### src/rtl/ram_arbiter_pkg.sv
// Shared types for the two-port RAM arbiter.
// State encoding and requester count.
package ram_arbiter_pkg;

    localparam int NUM_REQ = 2;

    typedef enum logic [1:0] {
        IDLE,
        ISSUE,
        WAIT,
        ACK
    } state_t;

endpackage

### src/rtl/ram_arbiter_if.sv
// Requester-side bus of the RAM arbiter.
// master drives requests, slave (the arbiter) answers.
interface ram_arbiter_if
    import ram_arbiter_pkg::*;
#(
    parameter int DATA_WIDTH = 8,
    parameter int ADDR_WIDTH = 4
);

    logic [NUM_REQ-1:0]            i_req;
    logic [NUM_REQ-1:0]            i_we;
    logic [NUM_REQ*ADDR_WIDTH-1:0] i_addr;
    logic [NUM_REQ*DATA_WIDTH-1:0] i_wdata;
    logic [NUM_REQ-1:0]            o_ack;
    logic                          o_err;
    logic [DATA_WIDTH-1:0]         o_rdata;
    logic                          o_busy;

    modport master (
        output i_req,
        output i_we,
        output i_addr,
        output i_wdata,
        input  o_ack,
        input  o_err,
        input  o_rdata,
        input  o_busy
    );

    modport slave (
        input  i_req,
        input  i_we,
        input  i_addr,
        input  i_wdata,
        output o_ack,
        output o_err,
        output o_rdata,
        output o_busy
    );

endinterface

### src/rtl/ram_arbiter_rr_grant.sv
// Two-way round-robin picker.
// On a tie the requester not served last wins.
module rr_grant
    import ram_arbiter_pkg::*;
(
    input  logic [NUM_REQ-1:0] req,
    input  logic               last,
    output logic               grant_id,
    output logic               grant_valid
);

    assign grant_valid = |req;

    // Pick the winner: alternate on ties, otherwise the lone requester.
    always_comb begin
        grant_id = 1'b0;
        unique case (1'b1)
            (req == 2'b11):        grant_id = ~last;
            (req == 2'b10):        grant_id = 1'b1;
            default:               grant_id = 1'b0;
        endcase
    end

endmodule

### src/rtl/ram_arbiter.sv
// Round-robin arbiter sharing one single-port RAM between two masters.
// Serialises requests into one-cycle strobes with a done timeout.
module ram_arbiter
    import ram_arbiter_pkg::*;
#(
    parameter int DATA_WIDTH = 8,
    parameter int ADDR_WIDTH = 4,
    parameter int TIMEOUT    = 15
) (
    input  logic                  i_clk,
    input  logic                  i_reset,
    ram_arbiter_if.slave          bus,
    output logic                  o_ram_read,
    output logic                  o_ram_write,
    output logic [ADDR_WIDTH-1:0] o_ram_address,
    output logic [DATA_WIDTH-1:0] o_ram_data,
    input  logic                  i_ram_done,
    input  logic [DATA_WIDTH-1:0] i_ram_data
);

    localparam int CW = $clog2(TIMEOUT + 1);
    localparam logic [CW-1:0] CNT_MAX = CW'(TIMEOUT);

    state_t                state;
    logic                  last;
    logic                  lat_id;
    logic                  lat_we;
    logic                  grant_id;
    logic                  grant_valid;
    logic                  sel_we;
    logic [ADDR_WIDTH-1:0] sel_addr;
    logic [DATA_WIDTH-1:0] sel_wdata;
    logic [CW-1:0]         cnt;
    logic [CW-1:0]         cnt_next;

    rr_grant u_grant (
        .req         (bus.i_req),
        .last        (last),
        .grant_id    (grant_id),
        .grant_valid (grant_valid)
    );

    assign sel_we    = bus.i_we[grant_id];
    assign sel_addr  = bus.i_addr[grant_id*ADDR_WIDTH +: ADDR_WIDTH];
    assign sel_wdata = bus.i_wdata[grant_id*DATA_WIDTH +: DATA_WIDTH];

    // Saturating increment so a long stall can never wrap the counter.
    assign cnt_next = (cnt == CNT_MAX) ? cnt : cnt + CW'(1);

    // Main FSM: arbitrate, strobe, wait for done or timeout, acknowledge.
    always_ff @(posedge i_clk) begin
        if (i_reset) begin
            state         <= IDLE;
            last          <= 1'b1;
            lat_id        <= 1'b0;
            lat_we        <= 1'b0;
            cnt           <= '0;
            o_ram_read    <= 1'b0;
            o_ram_write   <= 1'b0;
            o_ram_address <= '0;
            o_ram_data    <= '0;
            bus.o_ack     <= '0;
            bus.o_err     <= 1'b0;
            bus.o_rdata   <= '0;
            bus.o_busy    <= 1'b0;
        end else begin
            unique case (state)
                IDLE: begin
                    if (grant_valid) begin
                        lat_id        <= grant_id;
                        lat_we        <= sel_we;
                        o_ram_address <= sel_addr;
                        o_ram_data    <= sel_we ? sel_wdata : '0;
                        o_ram_write   <= sel_we;
                        o_ram_read    <= ~sel_we;
                        bus.o_busy    <= 1'b1;
                        state         <= ISSUE;
                    end
                end
                ISSUE: begin
                    o_ram_read  <= 1'b0;
                    o_ram_write <= 1'b0;
                    cnt         <= '0;
                    state       <= WAIT;
                end
                WAIT: begin
                    if (i_ram_done) begin
                        if (!lat_we) begin
                            bus.o_rdata <= i_ram_data;
                        end
                        bus.o_err         <= 1'b0;
                        bus.o_ack[lat_id] <= 1'b1;
                        state             <= ACK;
                    end else if (cnt_next == CNT_MAX) begin
                        bus.o_err         <= 1'b1;
                        bus.o_rdata       <= '0;
                        bus.o_ack[lat_id] <= 1'b1;
                        state             <= ACK;
                    end else begin
                        cnt <= cnt_next;
                    end
                end
                ACK: begin
                    bus.o_ack  <= '0;
                    bus.o_busy <= 1'b0;
                    last       <= lat_id;
                    state      <= IDLE;
                end
                default: state <= IDLE;
            endcase
        end
    end

endmodule

### src/flat_wrapper.sv
// flat-port wrapper written by rule: the top's interface ports become plain ports
module ram_arbiter_flat import ram_arbiter_pkg::*;
#(
    parameter int DATA_WIDTH = 8,
    parameter int ADDR_WIDTH = 4,
    parameter int TIMEOUT    = 15
)
  (i_clk, i_reset, o_ram_read, o_ram_write, o_ram_address, o_ram_data, i_ram_done, i_ram_data, bus_i_req, bus_i_we, bus_i_addr, bus_i_wdata, bus_o_ack, bus_o_err, bus_o_rdata, bus_o_busy);
  ram_arbiter_if #(.DATA_WIDTH(DATA_WIDTH), .ADDR_WIDTH(ADDR_WIDTH)) bus_i ();
  input  logic i_clk;
  input  logic i_reset;
  output logic o_ram_read;
  output logic o_ram_write;
  output logic [ADDR_WIDTH-1:0] o_ram_address;
  output logic [DATA_WIDTH-1:0] o_ram_data;
  input  logic i_ram_done;
  input  logic [DATA_WIDTH-1:0] i_ram_data;
  input wire logic [$bits(bus_i.i_req)-1:0] bus_i_req;
  input wire logic [$bits(bus_i.i_we)-1:0] bus_i_we;
  input wire logic [$bits(bus_i.i_addr)-1:0] bus_i_addr;
  input wire logic [$bits(bus_i.i_wdata)-1:0] bus_i_wdata;
  output wire logic [$bits(bus_i.o_ack)-1:0] bus_o_ack;
  output wire logic [$bits(bus_i.o_err)-1:0] bus_o_err;
  output wire logic [$bits(bus_i.o_rdata)-1:0] bus_o_rdata;
  output wire logic [$bits(bus_i.o_busy)-1:0] bus_o_busy;
  assign bus_i.i_req = bus_i_req;
  assign bus_i.i_we = bus_i_we;
  assign bus_i.i_addr = bus_i_addr;
  assign bus_i.i_wdata = bus_i_wdata;
  assign bus_o_ack = bus_i.o_ack;
  assign bus_o_err = bus_i.o_err;
  assign bus_o_rdata = bus_i.o_rdata;
  assign bus_o_busy = bus_i.o_busy;
  ram_arbiter #(.DATA_WIDTH(DATA_WIDTH), .ADDR_WIDTH(ADDR_WIDTH), .TIMEOUT(TIMEOUT)) u_core (.i_clk(i_clk), .i_reset(i_reset), .bus(bus_i), .o_ram_read(o_ram_read), .o_ram_write(o_ram_write), .o_ram_address(o_ram_address), .o_ram_data(o_ram_data), .i_ram_done(i_ram_done), .i_ram_data(i_ram_data));
endmodule
### config.mk
export PLATFORM = sky130hd
export DESIGN_NAME = ram_arbiter_flat
export DESIGN_NICKNAME = d
export VERILOG_FILES = /design/src/rtl/ram_arbiter_pkg.sv /design/src/rtl/ram_arbiter_if.sv /design/src/rtl/ram_arbiter_rr_grant.sv /design/src/rtl/ram_arbiter.sv /design/src/flat_wrapper.sv
export SDC_FILE = /design/constraint.sdc
export NUM_CORES = 1
export LEC_CHECK = 0
export CORE_MARGIN = 5
export CORE_UTILIZATION = 45
export DETAILED_ROUTE_END_ITERATION = 8
export PLACE_DENSITY = 0.94
export REMOVE_ABC_BUFFERS = 1
export SYNTH_ARGS = -nofsm -noshare
export SYNTH_HDL_FRONTEND = slang
export SYNTH_SLANG_ARGS = --single-unit
### constraint.sdc
create_clock -name i_clk -period 2.78 [get_ports i_clk]
set_clock_uncertainty 0.1 [all_clocks]
set_input_delay 0.556 -clock i_clk [delete_from_list [all_inputs] [get_ports i_clk]]
set_output_delay 0.556 -clock i_clk [all_outputs]
set_load 0.02 [all_outputs]
Fig. 1: run 1, signal wires by layer
Two of the layers only.
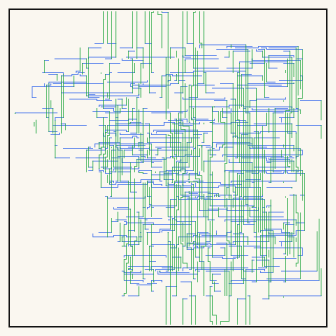
Key: met1 = blue [wire length 1870 µm]; met2 = green [wire length 2350 µm]

Fig. 2: run 1, I/O nets highlighted
Bar = 20 µm.
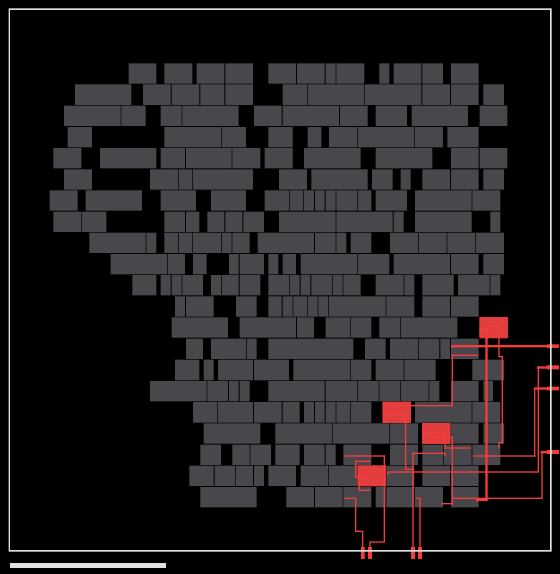
Key: bus_i_addr = red [bits 8, direction input, edge 4 right, 4 bottom, end cells 4, wire 233 µm]

Fig. 3: run 1, register map, names as in the netlist
Bar = 20 µm. Other sequential cells in the stronger grey, the rest of the logic in the fainter grey.
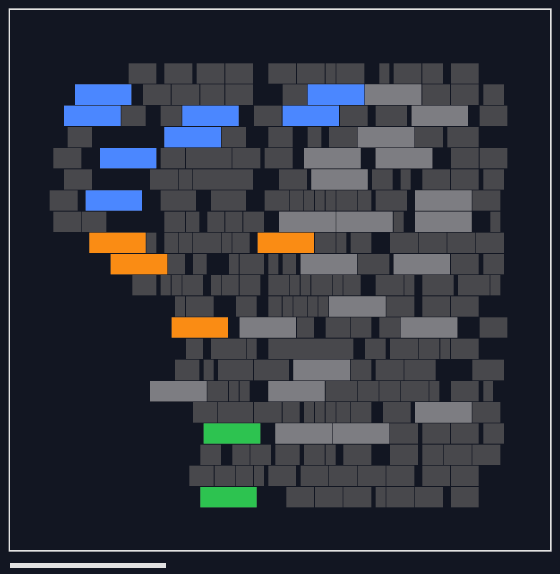
Key: u_core.bus.o_ack = green [placed flops 2]; u_core.bus.o_rdata = blue [placed flops 8]; u_core.cnt = orange [placed flops 4]
Another 21 sequential cells are not coloured.

==> results.py, run 1 <==
# Physical implementation metrics
metrics = {
    "outcome": {
        "outcome": "completed",
    },
    "worst_setup_path": {
        "critical-path-slowest-cell": "sky130_fd_sc_hd__clkdlybuf4s50_1",
        "cp_max_fo": 11,
        "criticalPathCategory": "input port to flop",
        "worst_ep_arrival_time_ns": 2.22,
    },
    "cells_and_area": {
        "drive_above_1_share_pct": 12.4,
        "area_growth_pct": 49.3,
        "final_design_utilization_pct": 70.4,
        "final_cell_mix": "64 x sky130_fd_sc_hd__clkdlybuf4s50_1, 35 x sky130_fd_sc_hd__dfxtp_1, 26 x sky130_fd_sc_hd__nor2_1",
        "postLayoutCellArea_um2": 2370,
        "final_layout_top_logic_cell": "sky130_fd_sc_hd__clkdlybuf4s50_1",
    },
    "run": {
        "log.warning_count": 28,
    },
    "final_timing": {
        "timing.final.setup_violations": 0,
        "slew_headroom_pct": 41.3,
        "timing.final.crit_share_pct": 74.7,
        "hold_violations": 0,
        "setup_total_negative_slack_ns": 0,
        "rsz0062_at_grt": "false",
        "worst_slew_pin_slew_ns": 0.874,
    },
    "clock_tree": {
        "ctsHoldBuffers": 0,
        "ctsLongestPathBuffers": 2,
        "postCtsResizedCells": 0,
        "postCtsSetupBuffers": 0,
        "clock_tree.htree_level_count": 2,
    },
    "routing": {
        "routed_wl_um": 4650,
        "antenna_violating_nets_post_route": 0,
        "avgRoutedWirePerCell_um": 16.7,
        "met1Wirelength_um": 1870,
        "drt_iter0_drc": 73,
        "avgViaCountPerCell": 5.41,
        "vias": 1508,
    },
    "power": {
        "vdd_ir_drop_max_mv": 0.358,
    },
    "global_route": {
        "largest_net_degree_at_the_start_of_global_routing": 22,
        "global_route.overflow_total": 0,
        "global_route_wire_length_before_repair_um": 7650,
    },
    "synth": {
        "ys_top_cells_by_area": "sky130_fd_sc_hd__dfxtp_1 44%, sky130_fd_sc_hd__nor2_1 6.2%, sky130_fd_sc_hd__mux2_2 5.7%",
        "synthesis.area_per_instance_um2": 9.67,
        "ys_warn_count": 0,
        "top_area_share_pct": 44.2,
        "synth_cell_types": 37,
        "yosys_area_um2": 1590,
        "leading_register_cell_type_out_of_synthesis": "sky130_fd_sc_hd__dfxtp_1",
        "post-synth-top-area-cell": "sky130_fd_sc_hd__dfxtp_1",
    },
    "placed_design": {
        "postPlaceCellArea_um2": 2290,
        "numPortBuffers": 64,
        "detailedPlace.worstSlack_ns": 0.419,
        "place_inst": 271,
    },
    "floorplan": {
        "fp-row-count": 21,
    },
}
[run 1: flip-flops by register name, summed over array words and instances (netlist names), 2 cells and up]
| signal | flops |
|---|---|
| u_core.state | 2 |
| u_core.bus.o_ack | 2 |
| u_core.cnt | 4 |
| u_core.o_ram_data | 8 |
| u_core.o_ram_address | 4 |
| u_core.bus.o_rdata | 8 |
[run 1: cells in the mapped netlist, drive strengths merged, types with 2 or more instances]
master,count
a211o,2
a211oi,9
a21oi,4
a22o,8
a22oi,10
a31oi,3
and4bb,2
buf,2
clkbuf,5
dfxtp,35
ha,5
inv,7
mux2,8
mux2i,6
nand2,6
nand2b,2
nand3,2
nor2,27
nor2b,3
o21ai,6
[run 1: per-layer routing]
metal / up-vias / global-route usage (%)
li1: 737 / -
met1: 705 / 22.9
met2: 59 / 34.5
met3: 7 / 6.81
met4: 0 / 6.72
met5: - / 0
[run 1: cells by family (layout without fill, tap and decap cells)]
group	Yosys count	after routing	synth area share (%)
AND/OR/NAND/NOR	46	46	14.4
multiplexers	14	14	9.47
AND-OR/OR-AND	48	48	23.4
buffers and inverters	14	83	3.39
flip-flops	35	35	44.2
XOR/XNOR	1	1	0.553
adder cells (fa/ha/maj)	6	6	4.58
[run 1: cell type report]
cell class	count	area, µm²
clock buffer	5	37.5
sequential	35	701
timing repair buffer	68	671
inverter	7	26.3
tap	46	57.6
fill	242	996
clock inverter	3	43.8
multi-input combinational	115	831
[run 1: critical path, delay by kind of cell]
| kind | cells | cell delay [ns] |
|---|---|---|
| compound gates | 2 | 0.48 |
| buf+inv | 2 | 0.76 |
| mux | 1 | 0.36 |
| simple gates | 1 | 0.07 |
[run 1: final timing paths]
path              slack, ns               endpoint                   from
hold reg to reg        0.39  u_core.bus.o_rdata[0]  u_core.bus.o_rdata[0]
setup / recovery       0.70   u_core.o_ram_data[3]           bus_i_req[1]
setup reg to reg       0.77        u_core.state[1]          u_core.cnt[0]
hold / removal         0.39  u_core.bus.o_rdata[0]  u_core.bus.o_rdata[0]
[run 1: where the power goes]
group / internal, mW / switching (mW) / total (mW) / leakage, nW
clock: 0.189 / 0.182 / 0.372 / 0.0452
combinational: 0.333 / 0.412 / 0.746 / 0.553
sequential: 0.598 / 0.0630 / 0.661 / 0.286
total: 1.12 / 0.658 / 1.78 / 0.884
--- run 2 (diff from run 1) ---
--- a/config.mk
+++ b/config.mk
@@ -6,9 +6,9 @@
 export NUM_CORES = 1
 export LEC_CHECK = 0
 export CORE_MARGIN = 5
-export CORE_UTILIZATION = 45
+export CORE_UTILIZATION = 42
 export DETAILED_ROUTE_END_ITERATION = 8
-export PLACE_DENSITY = 0.94
+export PLACE_DENSITY = 0.9
 export REMOVE_ABC_BUFFERS = 1
 export SYNTH_ARGS = -nofsm -noshare
 export SYNTH_HDL_FRONTEND = slang
==> constraint.sdc (replaced) <==
create_clock -name i_clk -period 2 [get_ports i_clk]
set_clock_uncertainty 0.1 [all_clocks]
set_input_delay 0.4 -clock i_clk [delete_from_list [all_inputs] [get_ports i_clk]]
set_output_delay 0.4 -clock i_clk [all_outputs]
set_load 0.02 [all_outputs]
Fig. 4: run 2, signal wires by layer
Two of the layers only.
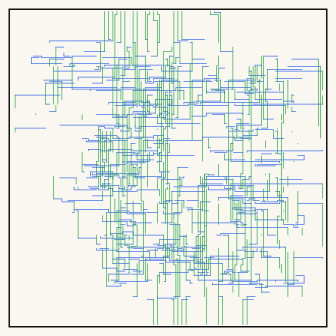
Key: met2 = green [wire length 1960 µm]; met1 = blue [wire length 1720 µm]

Fig. 5: run 2, register map, names as in the netlist
Bar = 20 µm. Other sequential cells in the stronger grey, the rest of the logic in the fainter grey.
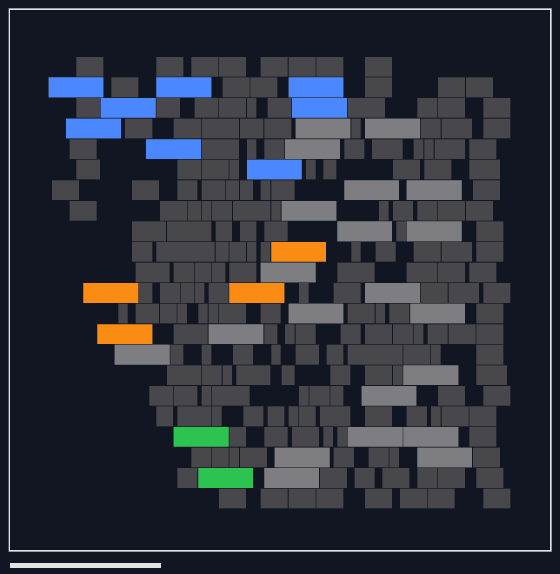
Key: u_core.bus.o_ack = green [placed flops 2]; u_core.cnt = orange [placed flops 4]; u_core.bus.o_rdata = blue [placed flops 8]
Another 21 sequential cells are not coloured.

Fig. 6: run 2, close-up of the layout
Region (0, 31) to (40, 71) µm. Cells in grey, sequential cells in the stronger grey; small squares are vias.
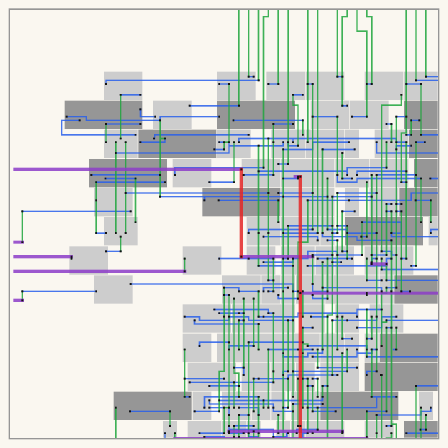
Key: met2 = green; met1 = blue; met4 = red; met3 = purple
Netlist names of flops here include u_core.bus.o_rdata (6), u_core.cnt (3). Sequential cells in the window: 11. Most frequent: clkdlybuf4s50_1 (18), dfxtp_1 (11), nor2_1 (9). 85 logic cells have their middle in the window.

==> results.py, run 2 <==
# Physical implementation metrics
metrics = {
    "final_timing": {
        "timing.final.crit_share_pct": 92.0,
        "slew_headroom_pct": 38.8,
        "worst_slew_pin_slew_ns": 0.911,
        "timing.final.setup_violations": 0,
        "setup_total_negative_slack_ns": 0,
        "rsz0062_at_grt": "false",
        "hold_violations": 0,
    },
    "routing": {
        "routed_wl_um": 4100,
        "avgViaCountPerCell": 5.23,
        "vias": 1496,
        "drt_iter0_drc": 93,
        "drc": 0,
        "antenna_violating_nets_post_route": 0,
        "avgRoutedWirePerCell_um": 14.3,
    },
    "synth": {
        "leading_register_cell_type_out_of_synthesis": "sky130_fd_sc_hd__dfxtp_1",
        "synth_top_cell_by_count": "sky130_fd_sc_hd__dfxtp_1",
        "synthesis.area_per_instance_um2": 9.67,
        "common_cells": "35 x sky130_fd_sc_hd__dfxtp_1, 26 x sky130_fd_sc_hd__nor2_1, 10 x sky130_fd_sc_hd__a22oi_1",
        "top_area_share_pct": 44.2,
        "ys_warn_count": 0,
        "netlist_instances": 164,
        "post-synth-top-area-cell": "sky130_fd_sc_hd__dfxtp_1",
        "ys_top_cells_by_area": "sky130_fd_sc_hd__dfxtp_1 44%, sky130_fd_sc_hd__nor2_1 6.2%, sky130_fd_sc_hd__mux2_2 5.7%",
        "synth_cell_types": 37,
    },
    "worst_setup_path": {
        "crit_cells": 6,
        "timing.reg2reg.setup_slack_ns": 0.16,
        "worstSetupEndpoint": "u_core.cnt[0]",
        "critical-path-slowest-cell": "sky130_fd_sc_hd__dfxtp_1",
        "worst_setup_path_startpoint": "u_core.cnt[1]",
        "crit-reg2reg-launch": "u_core.cnt[1]",
        "worst_ep_arrival_time_ns": 1.91,
        "cp_max_fo": 4,
        "number_of_buffer_and_inverter_stages_on_the_critical_path": 0,
        "criticalPathCategory": "flop to flop",
        "cp_cell_sequence": "ha_1 -> nor2b_1 -> maj3_1 -> a21oi_1 -> xnor2_1 -> nor2_1",
        "cp_top_family": "adder cells",
        "worstReg2RegEnd": "u_core.cnt[0]",
    },
    "clock_tree": {
        "postCtsResizedCells": 0,
        "ctsLongestPathBuffers": 2,
        "clock_tree.htree_level_count": 2,
        "postCtsSetupBuffers": 0,
    },
    "power": {
        "p_clk_share_pct": 20.7,
        "cell_internal_pwr_mw": 1.60,
        "p_sw_mw": 0.870,
        "vdd_ir_drop_max_mv": 0.469,
        "portion_of_total_power_attributed_to_sequential_cells_pct": 37.0,
        "power.combinational.fraction_pct": 42.3,
        "power.share.switching_pct": 35.2,
    },
    "cells_and_area": {
        "area_growth_pct": 53.5,
        "mi_logic_area_um2": 831,
        "regArea_um2": 701,
        "final_layout_top_logic_cell": "sky130_fd_sc_hd__clkdlybuf4s50_1",
        "drive_above_1_share_pct": 14.3,
        "nFillCells": 297,
        "final_cell_mix": "64 x sky130_fd_sc_hd__clkdlybuf4s50_1, 35 x sky130_fd_sc_hd__dfxtp_1, 26 x sky130_fd_sc_hd__nor2_1",
        "final_design_utilization_pct": 66.5,
        "top_regs": "u_core.bus.o_rdata x8, u_core.o_ram_data x8",
    },
    "run": {
        "log.warning_count": 28,
    },
    "global_route": {
        "largest_net_degree_at_the_start_of_global_routing": 18,
        "global_route.overflow_total": 0,
        "global_route_wire_length_before_repair_um": 6580,
        "grtUsageTotal_pct": 16.0,
    },
    "placed_design": {
        "place_inst": 279,
    },
    "outcome": {
        "outcome": "completed",
    },
}
[run 2: through the flow]
stage	total power, mW	worst slack [ns]	area [µm²]
finish	2.47	0.160	2430
global route	2.62	0.0523	2430
floorplan	1.51	0.182	1560
CTS	2.49	0.150	2430
detailed placement	1.97	-0.122	2350
global placement	1.94	-0.0696	2350
[run 2: worst min-delay path by stage]
stage	end	startpoint	slack (ns)	cells after the start
floorplan	u_core.cnt[1]	u_core.cnt[1]	0.36	2
detailed placement	u_core.bus.o_rdata[0]	u_core.bus.o_rdata[0]	0.36	1
global placement	u_core.bus.o_rdata[3]	u_core.bus.o_rdata[3]	0.36	1
finish	u_core.bus.o_rdata[2]	u_core.bus.o_rdata[2]	0.38	1
global route	u_core.bus.o_rdata[2]	u_core.bus.o_rdata[2]	0.39	1
CTS	u_core.bus.o_rdata[0]	u_core.bus.o_rdata[0]	0.38	1
[run 2: final cells by class]
class                   count  area share (%)
repair buffers             74            29.9
clock inverters             1           0.206
flip-flops and latches     35            28.8
multi-input cells         115            34.1
well taps                  48            2.47
inverters                   7            1.08
clock buffers               6            3.39
[run 2: routing by layer]
metal / global-route usage (%) / part of all wire (%) / up-vias
li1: - / - / 744
met3: 5.19 / 9.2 / 5
met4: 7.31 / 1.1 / 0
met5: 0 / 0 / -
met1: 19.0 / 42 / 692
met2: 26.2 / 48 / 55
[run 2: power groups by stage]
stage	combinational (mW)	sequential [mW]	clock (mW)
after floorplan	0.471	1.04	0
after detailed placement	1.05	0.930	0
after global routing	1.14	0.929	0.546
after global placement	1.02	0.921	0
final	1.05	0.913	0.510
after CTS	1.05	0.915	0.520
[run 2: cell families (layout without fill, tap and decap cells)]
kind of cell	count (synthesis)	after routing	synth area share (%)
compound gates	48	48	23.4
xor+xnor	1	1	0.553
fa+ha+maj	6	6	4.58
buf+inv	14	88	3.39
flops	35	35	44.2
mux	14	14	9.47
simple gates	46	46	14.4
No activity file was given, so power comes from the tool's default toggle rates.
